[src/rtl/mpu6050_ctrl_if.sv]
// Byte-command bus between mpu6050_ctrl (master side) and the I2C byte-level
// master engine (slave side).
interface mpu6050_ctrl_if;
  logic [2:0] i2c_cmd;
  logic       i2c_cmd_valid;
  logic [7:0] i2c_wdata;
  logic       i2c_busy;
  logic       i2c_done;
  logic       i2c_ack_err;
  logic [7:0] i2c_rdata;

  modport master (
    output i2c_cmd, i2c_cmd_valid, i2c_wdata,
    input  i2c_busy, i2c_done, i2c_ack_err, i2c_rdata
  );

  modport slave (
    input  i2c_cmd, i2c_cmd_valid, i2c_wdata,
    output i2c_busy, i2c_done, i2c_ack_err, i2c_rdata
  );
endinterface

[src/rtl/mpu6050_ctrl.sv]
// MPU6050 sequencer: wakes the sensor, then burst-reads 0x3B.. every SAMPLE_DIV
// cycles into signed 16-bit samples. Define MPU6050_GYRO_EN to also read the gyro.
module mpu6050_ctrl #(
  parameter int unsigned STARTUP_CYCLES = 5000000,
  parameter int unsigned SAMPLE_DIV     = 50000,
  parameter int unsigned RETRY_MAX      = 3,
  parameter int unsigned CMD_TIMEOUT    = 65535,
  parameter int unsigned HOLDOFF_CYCLES = 1000
) (
  input  logic                  clk,
  input  logic                  reset,
  mpu6050_ctrl_if.master        bus,
  output logic [15:0]           accel_x,
  output logic [15:0]           accel_y,
  output logic [15:0]           accel_z,
`ifdef MPU6050_GYRO_EN
  output logic [15:0]           gyro_x,
  output logic [15:0]           gyro_y,
  output logic [15:0]           gyro_z,
`endif
  output logic                  sample_valid,
  output logic                  init_done,
  output logic                  error
);

`ifdef MPU6050_GYRO_EN
  localparam int NBYTES = 14;
`else
  localparam int NBYTES = 6;
`endif
  localparam int NWORDS = NBYTES / 2;
  localparam int IW     = $clog2(NBYTES);
  localparam logic [3:0] NB   = 4'(NBYTES);
  localparam logic [7:0] RMAX = 8'(RETRY_MAX);

  localparam logic [2:0] CMD_NONE      = 3'd0;
  localparam logic [2:0] CMD_START_W   = 3'd1;
  localparam logic [2:0] CMD_START_R   = 3'd2;
  localparam logic [2:0] CMD_WRITE     = 3'd3;
  localparam logic [2:0] CMD_READ_ACK  = 3'd4;
  localparam logic [2:0] CMD_READ_NACK = 3'd5;
  localparam logic [2:0] CMD_STOP      = 3'd6;

  typedef enum logic [2:0] {
    ST_STARTUP, ST_WAKE, ST_WAIT, ST_RD_PTR,
    ST_RD_DATA, ST_PUBLISH, ST_HOLDOFF, ST_ERROR
  } state_t;

  state_t      state_q, retry_st_q;
  logic [3:0]  step_q;
  logic        pend_q;
  logic [31:0] tmo_q, cnt_q, samp_q;
  logic [7:0]  retry_q;
  logic [2:0]  cmd_q;
  logic [7:0]  wdata_q;
  logic        cmd_valid_q;
  logic        sample_valid_q, init_done_q, error_q;
  logic [15:0] accel_x_q, accel_y_q, accel_z_q;
`ifdef MPU6050_GYRO_EN
  logic [15:0] gyro_x_q, gyro_y_q, gyro_z_q;
`endif
  logic [7:0]  shadow_q [NBYTES];

  logic [2:0]    cmd_d;
  logic [7:0]    wdata_d;
  logic          last_d, cmd_st_d, ack_chk_d, tmo_hit_d, samp_tc_d, rd_byte_d;
  logic [IW-1:0] widx_d;
  logic [15:0]   word_d [NWORDS];

  genvar gi;
  generate
    for (gi = 0; gi < NWORDS; gi++) begin : g_word
      assign word_d[gi] = {shadow_q[2*gi], shadow_q[2*gi+1]};
    end
  endgenerate

  // Command issued in the current (state, step); last_d marks the final command of a transaction.
  always_comb begin
    cmd_d    = CMD_NONE;
    wdata_d  = 8'h00;
    last_d   = 1'b0;
    cmd_st_d = 1'b0;
    case (state_q)
      ST_WAKE: begin
        cmd_st_d = 1'b1;
        case (step_q)
          4'd0: cmd_d = CMD_START_W;
          4'd1: begin cmd_d = CMD_WRITE; wdata_d = 8'h6B; end
          4'd2: begin cmd_d = CMD_WRITE; wdata_d = 8'h00; end
          default: begin cmd_d = CMD_STOP; last_d = 1'b1; end
        endcase
      end
      ST_RD_PTR: begin
        cmd_st_d = 1'b1;
        if (step_q == 4'd0) begin
          cmd_d = CMD_START_W;
        end else begin
          cmd_d   = CMD_WRITE;
          wdata_d = 8'h3B;
          last_d  = 1'b1;
        end
      end
      ST_RD_DATA: begin
        cmd_st_d = 1'b1;
        if (step_q == 4'd0)     cmd_d = CMD_START_R;
        else if (step_q < NB)   cmd_d = CMD_READ_ACK;
        else if (step_q == NB)  cmd_d = CMD_READ_NACK;
        else begin
          cmd_d  = CMD_STOP;
          last_d = 1'b1;
        end
      end
      ST_HOLDOFF: begin
        cmd_st_d = (step_q == 4'd0);
        cmd_d    = CMD_STOP;
      end
      default: ;
    endcase
  end

  assign ack_chk_d = (cmd_d == CMD_START_W) || (cmd_d == CMD_START_R) || (cmd_d == CMD_WRITE);
  assign tmo_hit_d = pend_q && !bus.i2c_done && (tmo_q >= CMD_TIMEOUT);
  assign samp_tc_d = init_done_q && (samp_q == SAMPLE_DIV - 1);
  assign rd_byte_d = (state_q == ST_RD_DATA) && (step_q != 4'd0) && (step_q <= NB);
  assign widx_d    = IW'(step_q - 4'd1);

  always_ff @(posedge clk) begin
    if (reset) begin
      state_q        <= ST_STARTUP;
      retry_st_q     <= ST_WAKE;
      step_q         <= 4'd0;
      pend_q         <= 1'b0;
      tmo_q          <= '0;
      cnt_q          <= '0;
      samp_q         <= '0;
      retry_q        <= '0;
      cmd_q          <= CMD_NONE;
      wdata_q        <= 8'h00;
      cmd_valid_q    <= 1'b0;
      sample_valid_q <= 1'b0;
      init_done_q    <= 1'b0;
      error_q        <= 1'b0;
      accel_x_q      <= '0;
      accel_y_q      <= '0;
      accel_z_q      <= '0;
`ifdef MPU6050_GYRO_EN
      gyro_x_q       <= '0;
      gyro_y_q       <= '0;
      gyro_z_q       <= '0;
`endif
      for (int i = 0; i < NBYTES; i++) shadow_q[i] <= 8'h00;
    end else begin
      cmd_valid_q    <= 1'b0;
      sample_valid_q <= 1'b0;
      // Burst period is measured from init_done, independent of burst length.
      if (init_done_q) samp_q <= samp_tc_d ? '0 : samp_q + 32'd1;

      case (state_q)
        ST_STARTUP: begin
          if (cnt_q == STARTUP_CYCLES - 1) begin
            cnt_q   <= '0;
            step_q  <= 4'd0;
            state_q <= ST_WAKE;
          end else begin
            cnt_q <= cnt_q + 32'd1;
          end
        end
        ST_WAIT: begin
          if (samp_tc_d) begin
            step_q  <= 4'd0;
            state_q <= ST_RD_PTR;
          end
        end
        ST_PUBLISH: begin
          accel_x_q      <= word_d[0];
          accel_y_q      <= word_d[1];
          accel_z_q      <= word_d[2];
`ifdef MPU6050_GYRO_EN
          gyro_x_q       <= word_d[4];
          gyro_y_q       <= word_d[5];
          gyro_z_q       <= word_d[6];
`endif
          sample_valid_q <= 1'b1;
          retry_q        <= '0;
          state_q        <= ST_WAIT;
        end
        ST_HOLDOFF: begin
          if (step_q != 4'd0) begin
            if (cnt_q == HOLDOFF_CYCLES - 1) begin
              if (retry_q == RMAX) begin
                error_q <= 1'b1;
                state_q <= ST_ERROR;
              end else begin
                step_q  <= 4'd0;
                state_q <= retry_st_q;
              end
            end else begin
              cnt_q <= cnt_q + 32'd1;
            end
          end
        end
        ST_ERROR: error_q <= 1'b1;
        default: ;
      endcase

      if (cmd_st_d) begin
        if (!pend_q) begin
          if (!bus.i2c_busy) begin
            cmd_q       <= cmd_d;
            wdata_q     <= wdata_d;
            cmd_valid_q <= 1'b1;
            pend_q      <= 1'b1;
            tmo_q       <= '0;
          end
        end else if (bus.i2c_done || tmo_hit_d) begin
          pend_q <= 1'b0;
          if (state_q == ST_HOLDOFF) begin
            // Abort STOP finished (or gave up): start the holdoff wait.
            step_q <= 4'd1;
            cnt_q  <= '0;
          end else if (tmo_hit_d || (bus.i2c_ack_err && ack_chk_d)) begin
            retry_q    <= retry_q + 8'd1;
            retry_st_q <= (state_q == ST_WAKE) ? ST_WAKE : ST_RD_PTR;
            step_q     <= 4'd0;
            cnt_q      <= '0;
            state_q    <= ST_HOLDOFF;
          end else begin
            if (rd_byte_d) shadow_q[widx_d] <= bus.i2c_rdata;
            if (!last_d) begin
              step_q <= step_q + 4'd1;
            end else if (state_q == ST_WAKE) begin
              init_done_q <= 1'b1;
              retry_q     <= '0;
              state_q     <= ST_WAIT;
            end else if (state_q == ST_RD_PTR) begin
              step_q  <= 4'd0;
              state_q <= ST_RD_DATA;
            end else begin
              state_q <= ST_PUBLISH;
            end
          end
        end else begin
          tmo_q <= tmo_q + 32'd1;
        end
      end
    end
  end

  assign bus.i2c_cmd       = cmd_q;
  assign bus.i2c_cmd_valid = cmd_valid_q;
  assign bus.i2c_wdata     = wdata_q;
  assign accel_x           = accel_x_q;
  assign accel_y           = accel_y_q;
  assign accel_z           = accel_z_q;
`ifdef MPU6050_GYRO_EN
  assign gyro_x            = gyro_x_q;
  assign gyro_y            = gyro_y_q;
  assign gyro_z            = gyro_z_q;
`endif
  assign sample_valid      = sample_valid_q;
  assign init_done         = init_done_q;
  assign error             = error_q;

endmodule

[src/flat_wrapper.sv]
// flat-port wrapper written by rule: the top's interface ports become plain ports
module mpu6050_ctrl_flat 
#(
  parameter int unsigned STARTUP_CYCLES = 5000000,
  parameter int unsigned SAMPLE_DIV     = 50000,
  parameter int unsigned RETRY_MAX      = 3,
  parameter int unsigned CMD_TIMEOUT    = 65535,
  parameter int unsigned HOLDOFF_CYCLES = 1000
)
  (clk, reset, accel_x, accel_y, accel_z, sample_valid, init_done, error, bus_i2c_cmd, bus_i2c_cmd_valid, bus_i2c_wdata, bus_i2c_busy, bus_i2c_done, bus_i2c_ack_err, bus_i2c_rdata);
  mpu6050_ctrl_if bus_i ();
  input  logic clk;
  input  logic reset;
  output logic [15:0] accel_x;
  output logic [15:0] accel_y;
  output logic [15:0] accel_z;
  output logic sample_valid;
  output logic init_done;
  output logic error;
  output wire logic [$bits(bus_i.i2c_cmd)-1:0] bus_i2c_cmd;
  output wire logic [$bits(bus_i.i2c_cmd_valid)-1:0] bus_i2c_cmd_valid;
  output wire logic [$bits(bus_i.i2c_wdata)-1:0] bus_i2c_wdata;
  input wire logic [$bits(bus_i.i2c_busy)-1:0] bus_i2c_busy;
  input wire logic [$bits(bus_i.i2c_done)-1:0] bus_i2c_done;
  input wire logic [$bits(bus_i.i2c_ack_err)-1:0] bus_i2c_ack_err;
  input wire logic [$bits(bus_i.i2c_rdata)-1:0] bus_i2c_rdata;
  assign bus_i2c_cmd = bus_i.i2c_cmd;
  assign bus_i2c_cmd_valid = bus_i.i2c_cmd_valid;
  assign bus_i2c_wdata = bus_i.i2c_wdata;
  assign bus_i.i2c_busy = bus_i2c_busy;
  assign bus_i.i2c_done = bus_i2c_done;
  assign bus_i.i2c_ack_err = bus_i2c_ack_err;
  assign bus_i.i2c_rdata = bus_i2c_rdata;
  mpu6050_ctrl #(.STARTUP_CYCLES(STARTUP_CYCLES), .SAMPLE_DIV(SAMPLE_DIV), .RETRY_MAX(RETRY_MAX), .CMD_TIMEOUT(CMD_TIMEOUT), .HOLDOFF_CYCLES(HOLDOFF_CYCLES)) u_core (.clk(clk), .reset(reset), .bus(bus_i), .accel_x(accel_x), .accel_y(accel_y), .accel_z(accel_z), .sample_valid(sample_valid), .init_done(init_done), .error(error));
endmodule
[config.mk]
export PLATFORM = sky130hd
export DESIGN_NAME = mpu6050_ctrl_flat
export DESIGN_NICKNAME = d
export VERILOG_FILES = /design/src/rtl/mpu6050_ctrl_if.sv /design/src/rtl/mpu6050_ctrl.sv /design/src/flat_wrapper.sv
export SDC_FILE = /design/constraint.sdc
export NUM_CORES = 1
export LEC_CHECK = 0
export ABC_AREA = 1
export ABC_CLOCK_PERIOD_IN_PS = 5800
export CAP_MARGIN = 20
export CORE_MARGIN = 5
export CORE_UTILIZATION = 60
export CTS_BUF_LIST = sky130_fd_sc_hd__clkbuf_16
export DETAILED_ROUTE_END_ITERATION = 7
export GPL_TIMING_DRIVEN = 0
export PLACE_DENSITY = 0.9
export REMOVE_ABC_BUFFERS = 1
export SETUP_SLACK_MARGIN = 0.1
export SLEW_MARGIN = 10
export SYNTH_ARGS = -nofsm -noshare
export SYNTH_HDL_FRONTEND = slang
export SYNTH_SLANG_ARGS = --single-unit
[constraint.sdc]
create_clock -name clk -period 5.8 [get_ports clk]
set_input_delay 0.58 -clock clk [delete_from_list [all_inputs] [get_ports clk]]
set_output_delay 0.58 -clock clk [all_outputs]
set_load 0.1 [all_outputs]
Cell sizes after repair:
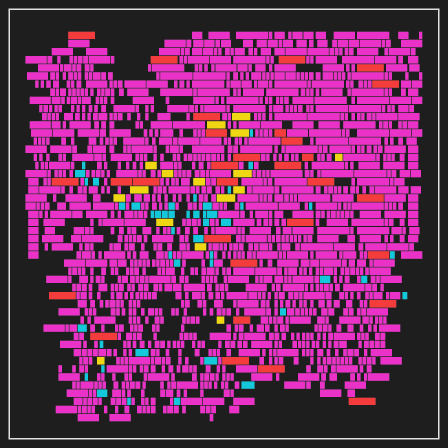
x3 and x4 -> yellow  # cells 16, most used nand3_4
x1 and smaller -> magenta  # cells 1430, most used nor2_1
x2 -> cyan  # cells 45, most used inv_2
x6 and larger -> red  # cells 30, most used clkbuf_16
final worst slack: 2.56 ns
Buffers, non-clock: 79
design area: 12100 um2
Area growth, synth to finish: 13.9%

Cell density map:
The die is cut into 14 by 14 equal tiles; black is low, pale yellow is high, 0 to 100% covered.
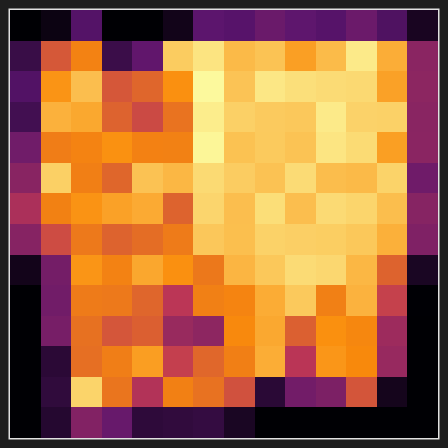
mean over tiles = 58%
tiles over 75% full = 40%
nearly empty tiles = 9.2%
densest ninth of the die = center

Track usage over the die:
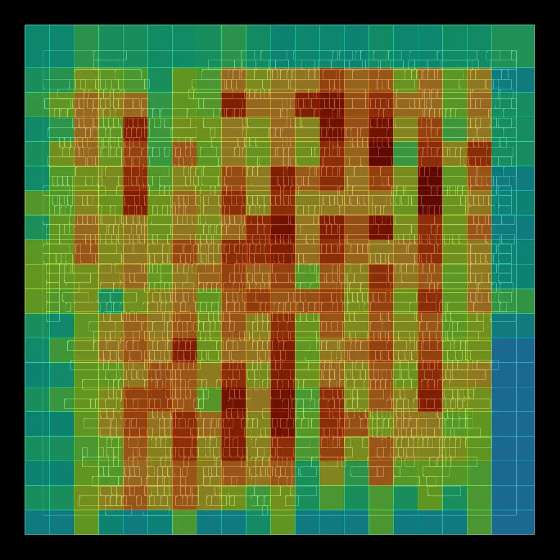
final core occ: 69.8%
DR WL/cell: 15.0 um
M2 GR Usage: 42.5%
met3 Usage GRT: 3.42%

Register map, names as in the netlist:
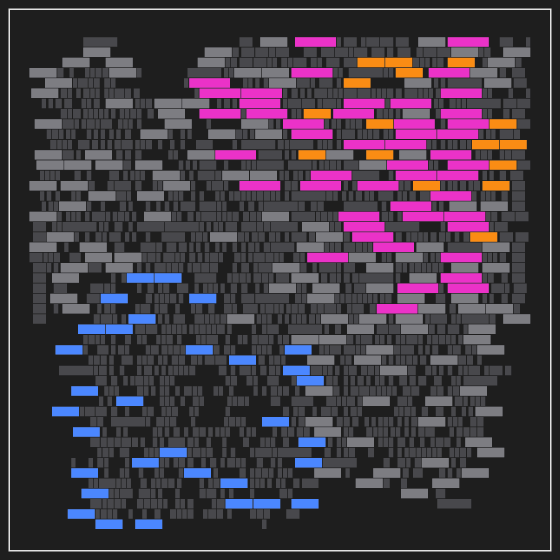
accel_y -> orange  # flops 16, where north-east
u_core.shadow_q -> magenta  # flops 48
u_core.cnt_q -> blue  # flops 32
not colored = 123
P_seq: 1.59 mW
Seq/total area: 40.2%

==> GITHUB_STEP_SUMMARY <==
## Synthesis and layout report

| Metric | Value |
|---|---|
| Worst EP required | `5.96 ns` |
| DP Area | `11500 um2` |
| Vias per std cell | `5.63` |
| Cell Count, Final, Fillers Out | `1746` |
| Worst-case reg-to-reg path depth | `15` |
| XOR/XNOR Fraction of Synth Area | `2.80%` |
| Critical Path End Type | `flop` |
| Crit path to | `u_core.shadow_q[2][2]` |
| Total die size | `20500 um2` |
| Vias | `9823` |
| Synthesized area | `10600 um2` |
| Largest net degree at the start of global routing | `64` |
| Synth top cell by count | `nor2_1` |
| Sequential-to-total area share from yosys stat | `45.8%` |
| Total GRT Usage | `25.1%` |
| H-tree depth | `1` |
| Comb area leader | `simple AND/OR/NAND/NOR gates` |
| Internal power | `2.30 mW` |
| Gr ovfl total | `0` |
| DRC Markers | `0` |
| Max Cap Viol | `0` |
| First-pass GRT wire length | `43.4 mm` |
| Seq cells post-synth | `219` |
| Dominant cell area share | `32.2%` |
| Pre-Repair DR Iteration Count | `6` |
| Status | `complete, no violations` |
| Slew headroom | `32.8%` |
| Critical Path Start | `u_core.step_q[0]` |
| Switching part of the total | `22.8%` |
| Post-synth ARST share | `0%` |
| PD cells | `246 nW/um2` |
| Logic pwr share | `3.8%` |
| Leakage | `4.83 nW` |
| Post-layout min period | `3.24 ns` |
| Placed cell count | `1705` |
| Worst-path clk slew | `0.07 ns` |
| Num rows | `48` |
| Worst Path Max Fanout | `9` |
| Share of layout cells above drive strength 1 | `5.98%` |
| Most frequently used flop master after synthesis | `dfxtp_1` |
| CTS tree | `yes` |
| Post-Synth Simple-Gate Area | `32.8%` |
| HP Class | `in2reg` |
| Adders+Majority by Area | `0.942%` |
| Clock root buffer | `clkbuf_16` |
| Post-synthesis compound-gate area fraction | `10.3%` |
| Post-CTS sizing | `0` |
| Worst R2R Setup Slack | `2.56 ns` |
| Biggest area cells | `dfxtp_1, edfxtp_1, nor2_1, nand2_1, inv_1` |
| DP Wirelength | `17.7 mm` |
| Yosys Chip Area | `10600 um2` |
| Worst r2r src | `u_core.step_q[0]` |
| Insertion Delay late pin | `0.51 ns` |
| Synth cell count leaders | `nor2_1, nand2_1, dfxtp_1` |
| Netlist cell types | `53` |
| Reg power frac | `53.4%` |
| Final Max Slew Viols | `0` |
| Final setup violation count | `0` |
| Clock sinks | `219` |
| Count of library flops with an enable pin | `48` |
| Final Hold Vio Count | `0` |
| # Post-CTS Setup Buffers | `0` |
| # diodes | `0` |
| Die x size | `143 um` |
| ANT nets after route | `0` |
| Vias in the first global route | `9313` |
## layout make-up
class	count	area, um2
Fill cell	1381	5240
Multi-Input combinational cell	1040	4990
Sequential cell	219	4860
Timing Repair Buffer	79	801
Clock buffer	22	551
Inverter	143	538
Tap cell	225	282
Clock inverter	18	87.6
## how the worst min path moves through the flow
stage                      from                 to  slack [ns]  cells after the start
2_1_floorplan  u_core.tmo_q[17]   u_core.tmo_q[17]        0.42                      2
3_3_place_gp   u_core.tmo_q[29]   u_core.tmo_q[29]        0.43                      2
3_5_place_dp   u_core.tmo_q[19]   u_core.tmo_q[19]        0.43                      2
4_1_cts                   reset  u_core.samp_q[29]        0.33                      2
5_1_grt                   reset  u_core.samp_q[29]        0.35                      2
6_report                  reset  u_core.samp_q[29]        0.34                      2
## registers in the layout (all words and copies together), names as in the netlist
name                      flops
u_core.shadow_q              48
u_core.bus.i2c_wdata          3
u_core.error                  1
u_core.tmo_q                 32
accel_z                      16
u_core.samp_q                32
u_core.step_q                 4
u_core.retry_st_q             1
u_core.pend_q                 1
u_core.retry_q                8
u_core.sample_valid           1
accel_x                      16
u_core.bus.i2c_cmd            3
accel_y                      16
u_core.state_q                3
u_core.cnt_q                 32
u_core.init_done              1
u_core.bus.i2c_cmd_valid      1
## stage by stage
step | util, % | setup WS [ns] | setup TNS [ns] | power, mW | hold WS [ns]
final | 69.8 | 2.56 | 0 | 2.98 | 0.338
after CTS | 69.8 | 2.30 | 0 | 3.00 | 0.327
after detailed placement | 66.1 | 2.32 | 0 | 1.74 | 0.429
after floorplan | - | 1.50 | 0 | 1.70 | 0.419
after global routing | 69.8 | 2.37 | 0 | 3.07 | 0.353
after global placement | 65.7 | -1.35 | -74.28 | 1.73 | 0.426
## cell usage in the layout (no fill, tap or decap), drive strengths merged, types with 5 or more instances in the layout
cell           instances
a21oi                 72
buf                    7
clkbuf                22
clkdlybuf4s50         72
clkinv                 8
dfxtp                171
edfxtp                48
ha                     8
inv                  151
nand2                281
nand3                 77
nand4                 17
nor2                 348
nor3                  48
nor4                   8
o211ai                 6
o21a                   5
o21ai                102
xnor2                 11
xor2                  23
## metal layers
layer	GRT usage, %	vias to the layer above	part of all wire (%)
met1	33.2	4536	42
met3	3.42	79	7.2
met2	42.5	420	48
met5	0	-	0
li1	-	4788	-
met4	8.75	0	2.9
## power by group through the flow
| stage | Sequential [mW] | Combinational [mW] | Clock, mW |
|---|---|---|---|
| 2_1_floorplan | 1.62 | 0.0746 | 0 |
| 3_3_place_gp | 1.62 | 0.106 | 0 |
| 3_5_place_dp | 1.63 | 0.110 | 0 |
| 4_1_cts | 1.59 | 0.111 | 1.29 |
| 5_1_grt | 1.59 | 0.124 | 1.36 |
| 6_report | 1.59 | 0.112 | 1.28 |
## critical path, stage by stage (launching register included)
cell     delay (ns)
dfxtp_1        0.58
inv_1          0.21
ha_1           0.28
nor2_1         0.15
nand2_1        0.07
nand2_1        0.07
nor2_1         0.05
nor2_2         0.15
nand3_1        0.11
nand2_2        0.08
nand2_4        0.10
nor2_8         0.17
nand3_4        0.13
nor2_8         0.22
nand3_4        0.15
nand2_1        0.35
Power is estimated from default activity; no workload was simulated.
